[config.mk]
export PLATFORM = sky130hd
export DESIGN_NAME = wbicape_reboot_ctrl
export DESIGN_NICKNAME = d
export VERILOG_FILES = /design/src/rtl/wbicape_reboot_ctrl.sv
export SDC_FILE = /design/constraint.sdc
export NUM_CORES = 1
export LEC_CHECK = 0
export CORE_ASPECT_RATIO = 2
export CORE_UTILIZATION = 43
export CTS_CLUSTER_DIAMETER = 80
export DETAILED_ROUTE_END_ITERATION = 6
export GPL_ROUTABILITY_DRIVEN = 0
export PLACE_DENSITY = 0.8
export SLEW_MARGIN = 30
export SYNTH_ARGS = -nofsm -noshare
export SYNTH_HDL_FRONTEND = slang
export SYNTH_SLANG_ARGS = --single-unit
[constraint.sdc]
create_clock -name i_clk -period 3.57 [get_ports i_clk]
set_input_delay 1.071 -clock i_clk [delete_from_list [all_inputs] [get_ports i_clk]]
set_output_delay 1.071 -clock i_clk [all_outputs]
set_load 0.01 [all_outputs]
[src/rtl/wbicape_reboot_ctrl.sv]
// rtl/wbicape_reboot_ctrl.sv - Wishbone sequencer for ICAPE2 warm-boot and boot-status jobs
module wbicape_reboot_ctrl #(
    parameter int LGTIMEOUT = 10
) (
    input  logic        i_clk,
    input  logic        i_reset,
    input  logic        i_reboot,
    input  logic [31:0] i_boot_addr,
    input  logic        i_status_rd,
    output logic        o_busy,
    output logic        o_done,
    output logic        o_err,
    output logic [31:0] o_status,
    output logic        o_status_valid,
    output logic        o_wb_cyc,
    output logic        o_wb_stb,
    output logic        o_wb_we,
    output logic [4:0]  o_wb_addr,
    output logic [31:0] o_wb_data,
    input  logic        i_wb_ack,
    input  logic        i_wb_stall,
    input  logic [31:0] i_wb_data
);

    localparam logic [4:0]  ADDR_CMD     = 5'h04;
    localparam logic [4:0]  ADDR_WBSTAR  = 5'h10;
    localparam logic [4:0]  ADDR_BOOTSTS = 5'h16;
    localparam logic [31:0] CMD_IPROG    = 32'h0000_000f;

    // The abort fires on the edge where the counter would step onto 2^LGTIMEOUT,
    // so the bus is held for exactly 2^LGTIMEOUT cycles.
    localparam logic [LGTIMEOUT:0] TIMER_LAST = {1'b0, {LGTIMEOUT{1'b1}}};

    typedef enum logic [2:0] {
        S_IDLE,
        S_WSTAR_REQ,
        S_WSTAR_WAIT,
        S_GAP,
        S_CMD_REQ,
        S_CMD_WAIT,
        S_RD_REQ,
        S_RD_WAIT
    } state_t;

    state_t               state_q;
    state_t               state_d;
    logic [31:0]          boot_addr_q;
    logic [LGTIMEOUT:0]   timer_q;

    logic                 bus_active;
    logic                 timer_expired;
    logic                 timer_clear;
    logic                 job_accept;
    logic                 job_done;
    logic                 txn_ack;
    logic                 status_capture;
    logic                 timeout_abort;

    assign bus_active    = (state_q == S_WSTAR_REQ) || (state_q == S_WSTAR_WAIT) ||
                           (state_q == S_CMD_REQ)   || (state_q == S_CMD_WAIT)   ||
                           (state_q == S_RD_REQ)    || (state_q == S_RD_WAIT);
    assign timer_expired = bus_active && (timer_q == TIMER_LAST);

    // Next-state logic and per-cycle event flags for the job sequencer
    always_comb begin
        state_d        = state_q;
        timer_clear    = 1'b0;
        job_accept     = 1'b0;
        job_done       = 1'b0;
        txn_ack        = 1'b0;
        status_capture = 1'b0;
        timeout_abort  = 1'b0;

        case (state_q)
            S_IDLE: begin
                // Reboot has priority; a simultaneous status request is dropped.
                if (i_reboot) begin
                    state_d     = S_WSTAR_REQ;
                    job_accept  = 1'b1;
                    timer_clear = 1'b1;
                end else if (i_status_rd) begin
                    state_d     = S_RD_REQ;
                    job_accept  = 1'b1;
                    timer_clear = 1'b1;
                end
            end
            S_WSTAR_REQ: begin
                if (!i_wb_stall) begin
                    if (i_wb_ack) begin
                        state_d = S_GAP;
                        txn_ack = 1'b1;
                    end else begin
                        state_d = S_WSTAR_WAIT;
                    end
                end
            end
            S_WSTAR_WAIT: begin
                if (i_wb_ack) begin
                    state_d = S_GAP;
                    txn_ack = 1'b1;
                end
            end
            S_GAP: begin
                state_d     = S_CMD_REQ;
                timer_clear = 1'b1;
            end
            S_CMD_REQ: begin
                if (!i_wb_stall) begin
                    if (i_wb_ack) begin
                        state_d  = S_IDLE;
                        txn_ack  = 1'b1;
                        job_done = 1'b1;
                    end else begin
                        state_d = S_CMD_WAIT;
                    end
                end
            end
            S_CMD_WAIT: begin
                if (i_wb_ack) begin
                    state_d  = S_IDLE;
                    txn_ack  = 1'b1;
                    job_done = 1'b1;
                end
            end
            S_RD_REQ: begin
                if (!i_wb_stall) begin
                    if (i_wb_ack) begin
                        state_d        = S_IDLE;
                        txn_ack        = 1'b1;
                        job_done       = 1'b1;
                        status_capture = 1'b1;
                    end else begin
                        state_d = S_RD_WAIT;
                    end
                end
            end
            S_RD_WAIT: begin
                if (i_wb_ack) begin
                    state_d        = S_IDLE;
                    txn_ack        = 1'b1;
                    job_done       = 1'b1;
                    status_capture = 1'b1;
                end
            end
            default: state_d = S_IDLE;
        endcase

        // An ack landing on the last allowed cycle still completes the transaction;
        // otherwise the whole job is abandoned, so no IPROG follows a failed WBSTAR.
        if (timer_expired && !txn_ack) begin
            state_d        = S_IDLE;
            timeout_abort  = 1'b1;
            job_done       = 1'b0;
            status_capture = 1'b0;
            timer_clear    = 1'b0;
        end
    end

    // Bus and status outputs decoded purely from registered state
    always_comb begin
        o_busy    = (state_q != S_IDLE);
        o_wb_cyc  = bus_active;
        o_wb_stb  = 1'b0;
        o_wb_we   = 1'b0;
        o_wb_addr = 5'h00;
        o_wb_data = 32'h0000_0000;
        case (state_q)
            S_WSTAR_REQ, S_WSTAR_WAIT: begin
                o_wb_stb  = (state_q == S_WSTAR_REQ);
                o_wb_we   = 1'b1;
                o_wb_addr = ADDR_WBSTAR;
                o_wb_data = boot_addr_q;
            end
            S_CMD_REQ, S_CMD_WAIT: begin
                o_wb_stb  = (state_q == S_CMD_REQ);
                o_wb_we   = 1'b1;
                o_wb_addr = ADDR_CMD;
                o_wb_data = CMD_IPROG;
            end
            S_RD_REQ, S_RD_WAIT: begin
                o_wb_stb  = (state_q == S_RD_REQ);
                o_wb_addr = ADDR_BOOTSTS;
            end
            default: ;
        endcase
    end

    // State register
    always_ff @(posedge i_clk or posedge i_reset) begin
        if (i_reset) begin
            state_q <= S_IDLE;
        end else begin
            state_q <= state_d;
        end
    end

    // Per-transaction ack timeout counter, restarted on every request entry
    always_ff @(posedge i_clk or posedge i_reset) begin
        if (i_reset) begin
            timer_q <= '0;
        end else if (timer_clear) begin
            timer_q <= '0;
        end else if (bus_active) begin
            timer_q <= timer_q + 1'b1;
        end
    end

    // Job results: boot address latch, done pulse, sticky error, captured BOOTSTS
    always_ff @(posedge i_clk or posedge i_reset) begin
        if (i_reset) begin
            boot_addr_q    <= 32'h0000_0000;
            o_done         <= 1'b0;
            o_err          <= 1'b0;
            o_status       <= 32'h0000_0000;
            o_status_valid <= 1'b0;
        end else begin
            o_done <= job_done;
            if (job_accept) begin
                boot_addr_q    <= i_boot_addr;
                o_err          <= 1'b0;
                o_status_valid <= 1'b0;
            end
            if (timeout_abort) begin
                o_err <= 1'b1;
            end
            if (status_capture) begin
                o_status       <= i_wb_data;
                o_status_valid <= 1'b1;
            end
        end
    end

endmodule

Run 1, met1 routing:
Bar = 20 um.
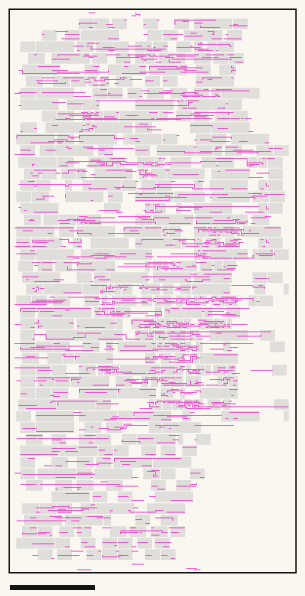
The layer carries 3,180 um of wire. The layer holds 35% of the routed length. 442 nets have wire on it.
routed wire length: 9200 um
met1 GRT Util: 25.2%
total number of vias: 2,923

Run 1, M2 wires:
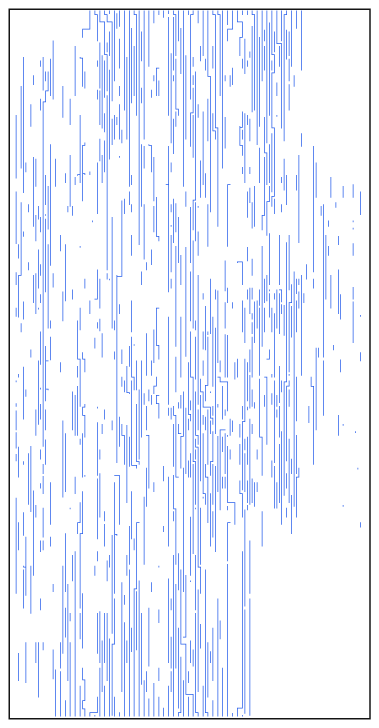
The layer carries 5,140 um of wire. 478 nets have wire on it. The layer holds 56% of the routed length. The longest straight run is 64.4 um.
grt met2 use: 38.6%

Run 1, signal wires on met3:
Bar = 20 um.
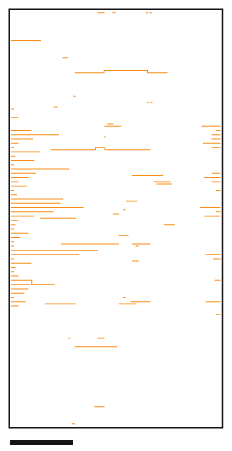
The longest straight run is 27.4 um. The wires run mostly horizontal.
met3 Use GR: 7.33%

Run 1, met4 routing:
Bar = 20 um.
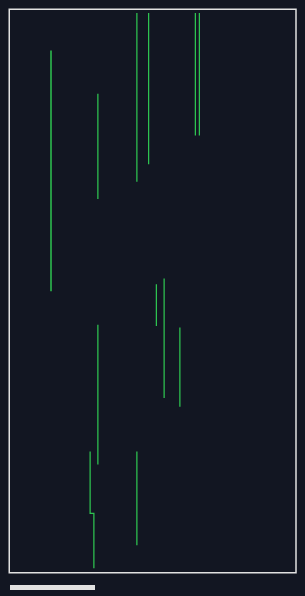
10 nets have wire on it. The wires run mostly vertical. The layer holds 3.8% of the routed length.

==> results.json, run 1 <==
{
  "die_h_um": 132,
  "diodes": 0,
  "syn_area_per_cell_sq_um": 12.0,
  "place_area_sq_um": 5180,
  "grt_usage_pct": 23.1,
  "worstPathArrival_ps": 2200,
  "syn_inst": 305,
  "stdcell_area_sq_um": 5470,
  "wl_per_cell_um": 16.9,
  "critPathLaunch": "state_q[1]",
  "grt_overflow": 0,
  "syn_to_final_growth_pct": 49.4,
  "grt_pass1_wl_um": 15100,
  "setup_viol": 0,
  "topCellsByArea": "dfrtp_1 55%, mux2_1 12%, mux2_2 7.7%",
  "cts_tree": "yes",
  "postCtsSetupRepairBufs": 0,
  "synth_stat.cells": 305,
  "grt_pass1_vias": 3044,
  "hold_viol_final": 0,
  "ir_drop_mv": 0.588,
  "pre_cts_slack_ps": 405,
  "synth_top_cell_by_area": "dfrtp_1",
  "die_w_um": 67.2,
  "top_cell_area_share_pct": 55.4,
  "synth_cell_types": 34,
  "drtIter0Drc": 183,
  "outcome": "completed",
  "crit_buf_inv": 2,
  "setup_slack_ps": 296,
  "yosys_area_sq_um": 3660,
  "routed_via_density": 5.36,
  "coreArea_sq_um": 8230,
  "powerDensity_nw_per_um2": 910,
  "tool_warnings": 26,
  "crit_type": "reg -> out",
  "tns_ps": 0,
  "ioPinCount": 146,
  "antenna_found_initial": 0,
  "port_buffers": 143,
  "startpoint_type": "flop",
  "cts_sinks": 81,
  "finalNetCount": 514,
  "hold_buffers": 0,
  "hold_class": "reg -> reg",
  "clock_path_buffers": 2,
  "ys_ff": 81,
  "die_area_sq_um": 8900,
  "fp-row-count": 47,
  "power.leakage_uw": 0.00238,
  "crit_required_ps": 2500,
  "synthesis.area_sq_um": 3660,
  "drc_errors": 0,
  "cts_made_buffers": 9,
  "drv_slew": 0,
  "drv_cap": 0,
  "yosys_warnings": 0,
  "fmax_mhz": 305,
  "ant_nets": 0,
  "cp_cell_sequence": "xor2_2 -> buf_4 -> and3_1 -> clkdlybuf4s50_1",
  "clkTransAtPathRegs_ps": 60,
  "fin_skew_ps": 6.49,
  "power_uw": 4970,
  "drive_gt1_share_pct": 12.1,
  "synth_top_flop_cell": "dfrtp_1",
  "worst_setup_path_end_kind": "primary output",
  "fin_crit_sh_pct": 91.7,
  "cts-root-buf": "clkbuf_16",
  "worstPathMaxFanout": 37
}
run 1: cell usage in the layout (no fill, tap or decap), types with 2 or more instances in the layout:
master,synthesis,final
clkdlybuf4s50_1,0,143
dfrtp_1,81,79
mux2_1,39,39
and3_1,32,32
mux2_2,25,25
o21ai_0,17,17
a21oi_1,12,12
nand2_1,12,12
nor2_1,13,12
clkbuf_16,0,9
xor2_1,7,7
nor3_1,5,5
or3_1,5,5
buf_4,2,5
inv_1,5,4
o2111ai_1,4,4
a21o_1,3,3
nand2b_1,2,2
nand3_1,3,2
nor2b_1,2,2
a22oi_1,2,2
clkinv_2,0,2
conb_1,1,2
clkinvlp_4,0,2
clkbuf_8,0,2
dfrtp_2,0,2
run 1: report_power, final:
part	leakage (uW)	internal (uW)	total, uW	switching (uW)
Sequential	0.000988	1340	1600	267
Combinational	0.00126	1410	2510	1100
Clock	0.000134	504	858	354
run 1: registers in the layout, summed over array words and instances, names as in the netlist:
signal / count
o_status: 32
o_status_valid: 1
o_err: 1
timer_q: 11
state_q: 3
boot_addr_q: 32
o_done: 1
run 1: per-layer routing:
metal  GRT usage (%)  vias to the layer above  part of all wire (%)
met5               0                        -                     0
met4            11.8                        0                   3.8
met3            7.33                       27                   5.7
met2            38.6                      113                    56
met1            25.2                     1434                    35
li1                -                     1349                     -
run 1: cells by family (layout without fill, tap and decap cells):
| family | Yosys count | in the layout | share of synthesized area, % |
|---|---|---|---|
| AND/OR/NAND/NOR | 78 | 78 | 11.5 |
| flip-flops | 81 | 81 | 55.4 |
| XOR/XNOR | 8 | 8 | 2.12 |
| other | 1 | 2 | 0.103 |
| buffers and inverters | 29 | 170 | 3.66 |
| AND-OR/OR-AND | 43 | 43 | 7.22 |
| adder cells (fa/ha/maj) | 1 | 1 | 0.342 |
| multiplexers | 64 | 64 | 19.7 |
run 1: stage by stage:
stage	utilization, %	hold WS, ps	cells
floorplan	-	449	306
global placement	62.9	459	530
detailed placement	62.9	474	530
CTS	66.3	485	545
global route	66.4	504	545
finish	66.4	483	545
run 1: cell usage after synthesis (all sizes together), types with 2 or more instances:
| cell type | n |
|---|---|
| xor2 | 8 |
| a21o | 3 |
| nand3 | 3 |
| clkbuf | 12 |
| o21ai | 17 |
| nor3b | 2 |
| and3 | 32 |
| nor3 | 5 |
| o2111ai | 4 |
| or3 | 5 |
| nand2b | 2 |
| a21oi | 12 |
| mux2 | 64 |
| dfrtp | 81 |
| nand2 | 12 |
| nor2b | 2 |
| buf | 11 |
| a22oi | 2 |
| inv | 6 |
| nor2 | 13 |
run 1: path summary, 6_finish.rpt:
check	end	slack, ps	depth (start not counted)
worst max-delay path	o_wb_data[11]	300	4
worst min-delay path	boot_addr_q[4]	480	1
worst max register to register	o_status[27]	1160	4
worst min register to register	boot_addr_q[4]	480	1
max in group asynchronous	o_status[19]	1720	3
min in group asynchronous	o_status[22]	1190	2
run 1: cell type report:
class	count	area, sq um
Fill cell	644	2770
Clock buffer	11	253
Inverter	6	23.8
Tap cell	98	123
Clock inverter	4	28.8
Sequential cell	81	2030
Timing Repair Buffer	149	1490
Multi-Input combinational cell	196	1520
--- run 2 (diff from run 1) ---
Settings changed: CTS_BUF_LIST set to sky130_fd_sc_hd__clkbuf_4 sky130_fd_sc_hd__clkbuf_8 sky130_fd_sc_hd__clkbuf_16.
Run 2, M2 wires:
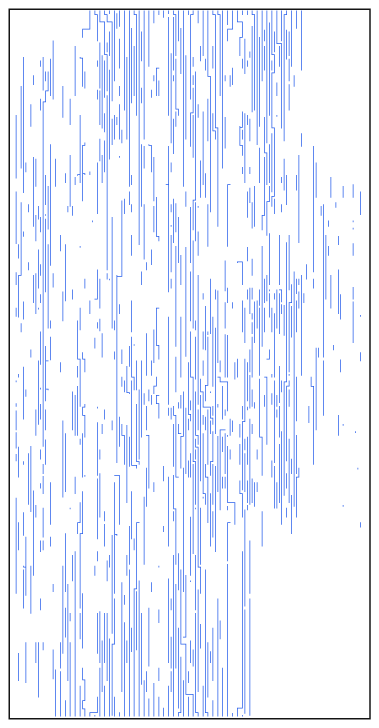

==> results.json, run 2 <==
{
  "outcome": "completed",
  "routed_via_density": 5.36,
  "ys_ff": 81,
  "hold_viol_final": 0,
  "startpoint_type": "flop",
  "drv_slew": 0,
  "diodes": 0,
  "synth_top_flop_cell": "dfrtp_1",
  "topCellsByArea": "dfrtp_1 55%, mux2_1 12%, mux2_2 7.7%",
  "die_w_um": 67.2,
  "finalNetCount": 514,
  "coreArea_sq_um": 8230,
  "crit_type": "reg -> out",
  "syn_area_per_cell_sq_um": 12.0,
  "grt_pass1_vias": 3044,
  "port_buffers": 143,
  "fp-row-count": 47,
  "power.leakage_uw": 0.00238,
  "tns_ps": 0,
  "fmax_mhz": 305,
  "setup_slack_ps": 296,
  "worstPathArrival_ps": 2200,
  "top_cells_by_count": "81 x dfrtp_1, 39 x mux2_1, 32 x and3_1",
  "fill_cells": 644,
  "yosys_warnings": 0,
  "die_area_sq_um": 8900,
  "ioPinCount": 146,
  "antenna_found_initial": 0,
  "die_h_um": 132,
  "crit_required_ps": 2500,
  "cts_tree": "yes",
  "syn_inst": 305,
  "place_area_sq_um": 5180,
  "drt-total-wl_um": 9200,
  "grt_overflow": 0,
  "power_uw": 4970,
  "dp_cells": 530,
  "fin_skew_ps": 6.49,
  "tool_warnings": 26,
  "mi_logic_area_sq_um": 1520,
  "wl_per_cell_um": 16.9,
  "grt_usage_pct": 23.1,
  "cts-root-buf": "clkbuf_16",
  "synth_top_cell_by_area": "dfrtp_1",
  "hold_class": "reg -> reg",
  "synth_cell_types": 34,
  "pre_cts_slack_ps": 405,
  "cts_sinks": 81,
  "dr_total_vias": 2923,
  "drv_cap": 0,
  "worst_setup_path_end_kind": "primary output",
  "powerDensity_nw_per_um2": 910,
  "ant_nets": 0,
  "fin_crit_sh_pct": 91.7,
  "grt_pass1_wl_um": 15100,
  "ir_drop_mv": 0.588,
  "cts_made_buffers": 9,
  "synth_stat.cells": 305,
  "htree_levels": 3,
  "reg_top3": "boot_addr_q x32, o_status x32, timer_q x11",
  "yosys_area_sq_um": 3660,
  "stdcell_area_sq_um": 5470,
  "synthesis.area_sq_um": 3660,
  "syn_to_final_growth_pct": 49.4,
  "layoutNonFillerInstCount": 545,
  "clkTransAtPathRegs_ps": 60,
  "clock_path_buffers": 2,
  "register_area_sq_um": 2030,
  "final_common_cell": "clkdlybuf4s50_1"
}
[run 2: cell counts in the layout (fill, tap and decap cells not counted)]
Identical to the previous run, type by type.
[run 2: per-stage QoR]
stage,util (%),hold slack [ps]
final,66.4,483
after global routing,66.4,504
after CTS,66.3,485
after detailed placement,62.9,474
after global placement,62.9,459
after floorplan,-,449
[run 2: final cells by class]
class,instances,share of cell area (%)
Clock buffer,11,4.62
Multi-Input combinational cell,196,27.8
Inverter,6,0.435
Clock inverter,4,0.527
Sequential cell,81,37.1
Timing Repair Buffer,149,27.2
Tap cell,98,2.24
[run 2: final timing paths]
path                                start              to  slack, ps  depth (start not counted)
max                            state_q[1]   o_wb_data[11]        300                          4
min                        boot_addr_q[4]  boot_addr_q[4]        480                          1
max reg2reg                    state_q[2]    o_status[27]       1160                          4
min reg2reg                boot_addr_q[4]  boot_addr_q[4]        480                          1
max in group asynchronous         i_reset    o_status[19]       1720                          3
min in group asynchronous         i_reset    o_status[22]       1190                          2
[run 2: logic make-up (layout without fill, tap and decap cells)]
kind of cell / after synthesis / after routing / synth area share, %
adder cells (fa/ha/maj): 1 / 1 / 0.342
buffers and inverters: 29 / 170 / 3.66
XOR/XNOR: 8 / 8 / 2.12
other: 1 / 2 / 0.103
flip-flops: 81 / 81 / 55.4
AND/OR/NAND/NOR: 78 / 78 / 11.5
AND-OR/OR-AND: 43 / 43 / 7.22
multiplexers: 64 / 64 / 19.7
[run 2: timing repair]
item,4_1_cts,5_1_grt
buffers inserted,0,0
resized,0,3
setup endpoints to repair,0,5
[run 2: metal layers]
metal / vias to the layer above / global-route usage (%) / wire length, um
li1: 1349 / - / -
met3: 27 / 7.33 / 526
met4: 0 / 11.8 / 351
met1: 1434 / 25.2 / 3180
met5: - / 0 / 0
met2: 113 / 38.6 / 5140
[run 2: power by group]
part           switching, uW  internal, uW  total (uW)
clock                    354           504         858
combinational           1100          1410        2510
sequential               267          1340        1600
[run 2: critical path: stages, from the launching register on]
cell	delay [ps]
dfrtp_2	580
xor2_2	160
buf_4	320
and3_1	200
clkdlybuf4s50_1	590
--- run 3 (diff from run 2) ---
--- a/constraint.sdc
+++ b/constraint.sdc
@@ -3,2 +3,2 @@
 set_output_delay 1.071 -clock i_clk [all_outputs]
-set_load 0.01 [all_outputs]
+set_load 0.005 [all_outputs]
Run 3, signal wires on met3:
Bar = 20 um.
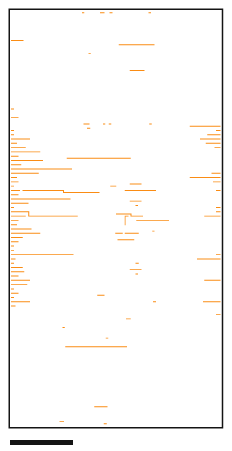
total number of vias: 2,945
met3 Use GR: 5.86%
routed wire length: 9470 um

==> results.json, run 3 <==
{
  "outcome": "completed",
  "grt_pass1_wl_um": 15300,
  "dp_cells": 532,
  "ys_ff": 81,
  "critPathLaunch": "state_q[0]",
  "switching_power_uw": 1530,
  "fp-row-count": 47,
  "ioPinCount": 146,
  "top_cells_by_count": "81 x dfrtp_1, 39 x mux2_1, 32 x and3_1",
  "fin_skew_ps": 2.57,
  "topCellsByArea": "dfrtp_1 55%, mux2_1 12%, mux2_2 7.7%",
  "worst_setup_path_end_kind": "primary output",
  "htree_levels": 3,
  "synth_cell_types": 34,
  "seqPwrFrac_pct": 32.8,
  "cp_top_family": "buffers and inverters",
  "top_cell_area_share_pct": 55.4,
  "synth_top_flop_cell": "dfrtp_1",
  "timing.rr.end": "state_q[1]",
  "cts_tree": "yes",
  "rrSetupSlack_ps": 1100,
  "antenna_found_initial": 0,
  "die_w_um": 67.2,
  "diodes": 0,
  "final_common_cell": "clkdlybuf4s50_1",
  "grt_usage_pct": 23.3,
  "cp_slowest_stage_delay_ps": 700,
  "powerDensity_nw_per_um2": 881,
  "clock_path_buffers": 2,
  "cts_made_buffers": 9,
  "crit_end": "o_wb_stb",
  "pwr-share-clk_pct": 18.9,
  "utilization_pct": 66.8,
  "cp.depth": 4,
  "port_buffers": 143,
  "worstPathMaxFanout": 17,
  "drc_errors": 0,
  "die_h_um": 132,
  "p_sw_share_pct": 31.6,
  "ant_nets": 0,
  "routed_via_density": 5.37,
  "syn_inst": 305,
  "p_int_uw": 3320,
  "hold_viol_final": 0,
  "reg_top3": "boot_addr_q x32, o_status x32, timer_q x11",
  "drtIter0Drc": 120,
  "rr_startpoint": "state_q[0]",
  "fmax_mhz": 297,
  "yosys_warnings": 0,
  "clkTransAtPathRegs_ps": 60,
  "grt_overflow": 0,
  "synthesis.area_sq_um": 3660,
  "wl_per_cell_um": 17.3,
  "lay_top_cells": "143 x clkdlybuf4s50_1, 81 x dfrtp_1, 39 x mux2_1, 32 x and3_1, 25 x mux2_2",
  "tool_warnings": 26,
  "crit_type": "reg -> out",
  "setup_viol": 0,
  "yosys_area_sq_um": 3660,
  "crit_required_ps": 2500,
  "synth_top_cell_by_area": "dfrtp_1",
  "drv_cap": 0,
  "layoutNonFillerInstCount": 548,
  "coreArea_sq_um": 8230,
  "grt_pass1_vias": 3158,
  "ir_drop_mv": 0.620,
  "finalNetCount": 516,
  "fin_crit_sh_pct": 94.3,
  "hold_class": "reg -> reg",
  "cp_cell_sequence": "inv_1 -> or3_1 -> o21ai_0 -> clkdlybuf4s50_1",
  "startpoint_type": "flop"
}
-- run 3: cell counts after synthesis --
No cell type changed its count.
-- run 3: how the worst min path moves through the flow --
stage                    startpoint               to  depth (start not counted)
finish              boot_addr_q[31]  boot_addr_q[31]                          1
CTS                 boot_addr_q[31]  boot_addr_q[31]                          1
global placement     boot_addr_q[4]   boot_addr_q[4]                          1
detailed placement  boot_addr_q[31]  boot_addr_q[31]                          1
floorplan           boot_addr_q[31]  boot_addr_q[31]                          1
global route        boot_addr_q[31]  boot_addr_q[31]                          1
-- run 3: area by class of cell --
class	instances	area, sq um
timing repair buffer	151	1500
clock inverter	5	55.1
multi-input combinational	196	1520
inverter	6	23.8
fill	624	2740
clock buffer	11	246
tap	98	123
sequential	81	2030
-- run 3: metrics by stage --
| step | instance area [sq um] | worst slack [ps] | power, uW |
|---|---|---|---|
| after CTS | 5490 | 30.3 | 4890 |
| after global routing | 5500 | 50.5 | 5130 |
| after global placement | 5190 | 618 | 3870 |
| after floorplan | 3660 | 419 | 2660 |
| after detailed placement | 5190 | 465 | 3950 |
| final | 5500 | 205 | 4850 |
-- run 3: logic make-up (layout without fill, tap and decap cells) --
group                    after synthesis  count (layout)  share of synthesized area (%)
AND/OR/NAND/NOR                       78              78                           11.5
multiplexers                          64              64                           19.7
flip-flops                            81              81                           55.4
adder cells (fa/ha/maj)                1               1                          0.342
other                                  1               2                          0.103
AND-OR/OR-AND                         43              43                           7.22
XOR/XNOR                               8               8                           2.12
buffers and inverters                 29             173                           3.66
-- run 3: what timing repair did --
item                                    CTS  global route
endpoints found under the setup margin    0             4
resized                                   0             1
hold buffers                              0             0
buffers inserted                          0             0
-- run 3: layer usage --
| metal | GRT usage, % | wire (um) | share of wire, % |
|---|---|---|---|
| met5 | 0 | 0 | 0 |
| met4 | 14.7 | 443 | 4.7 |
| met3 | 5.86 | 429 | 4.5 |
| met2 | 40.3 | 5310 | 56 |
| met1 | 23.7 | 3280 | 35 |
-- run 3: power by group through the flow --
| stage | combinational, uW | sequential [uW] | clock (uW) |
|---|---|---|---|
| after floorplan | 1130 | 1530 | 0 |
| after global placement | 2290 | 1580 | 0 |
| after detailed placement | 2340 | 1610 | 0 |
| after CTS | 2360 | 1590 | 936 |
| after global routing | 2520 | 1650 | 963 |
| final | 2340 | 1590 | 915 |
No activity file was given, so power comes from the tool's default toggle rates.
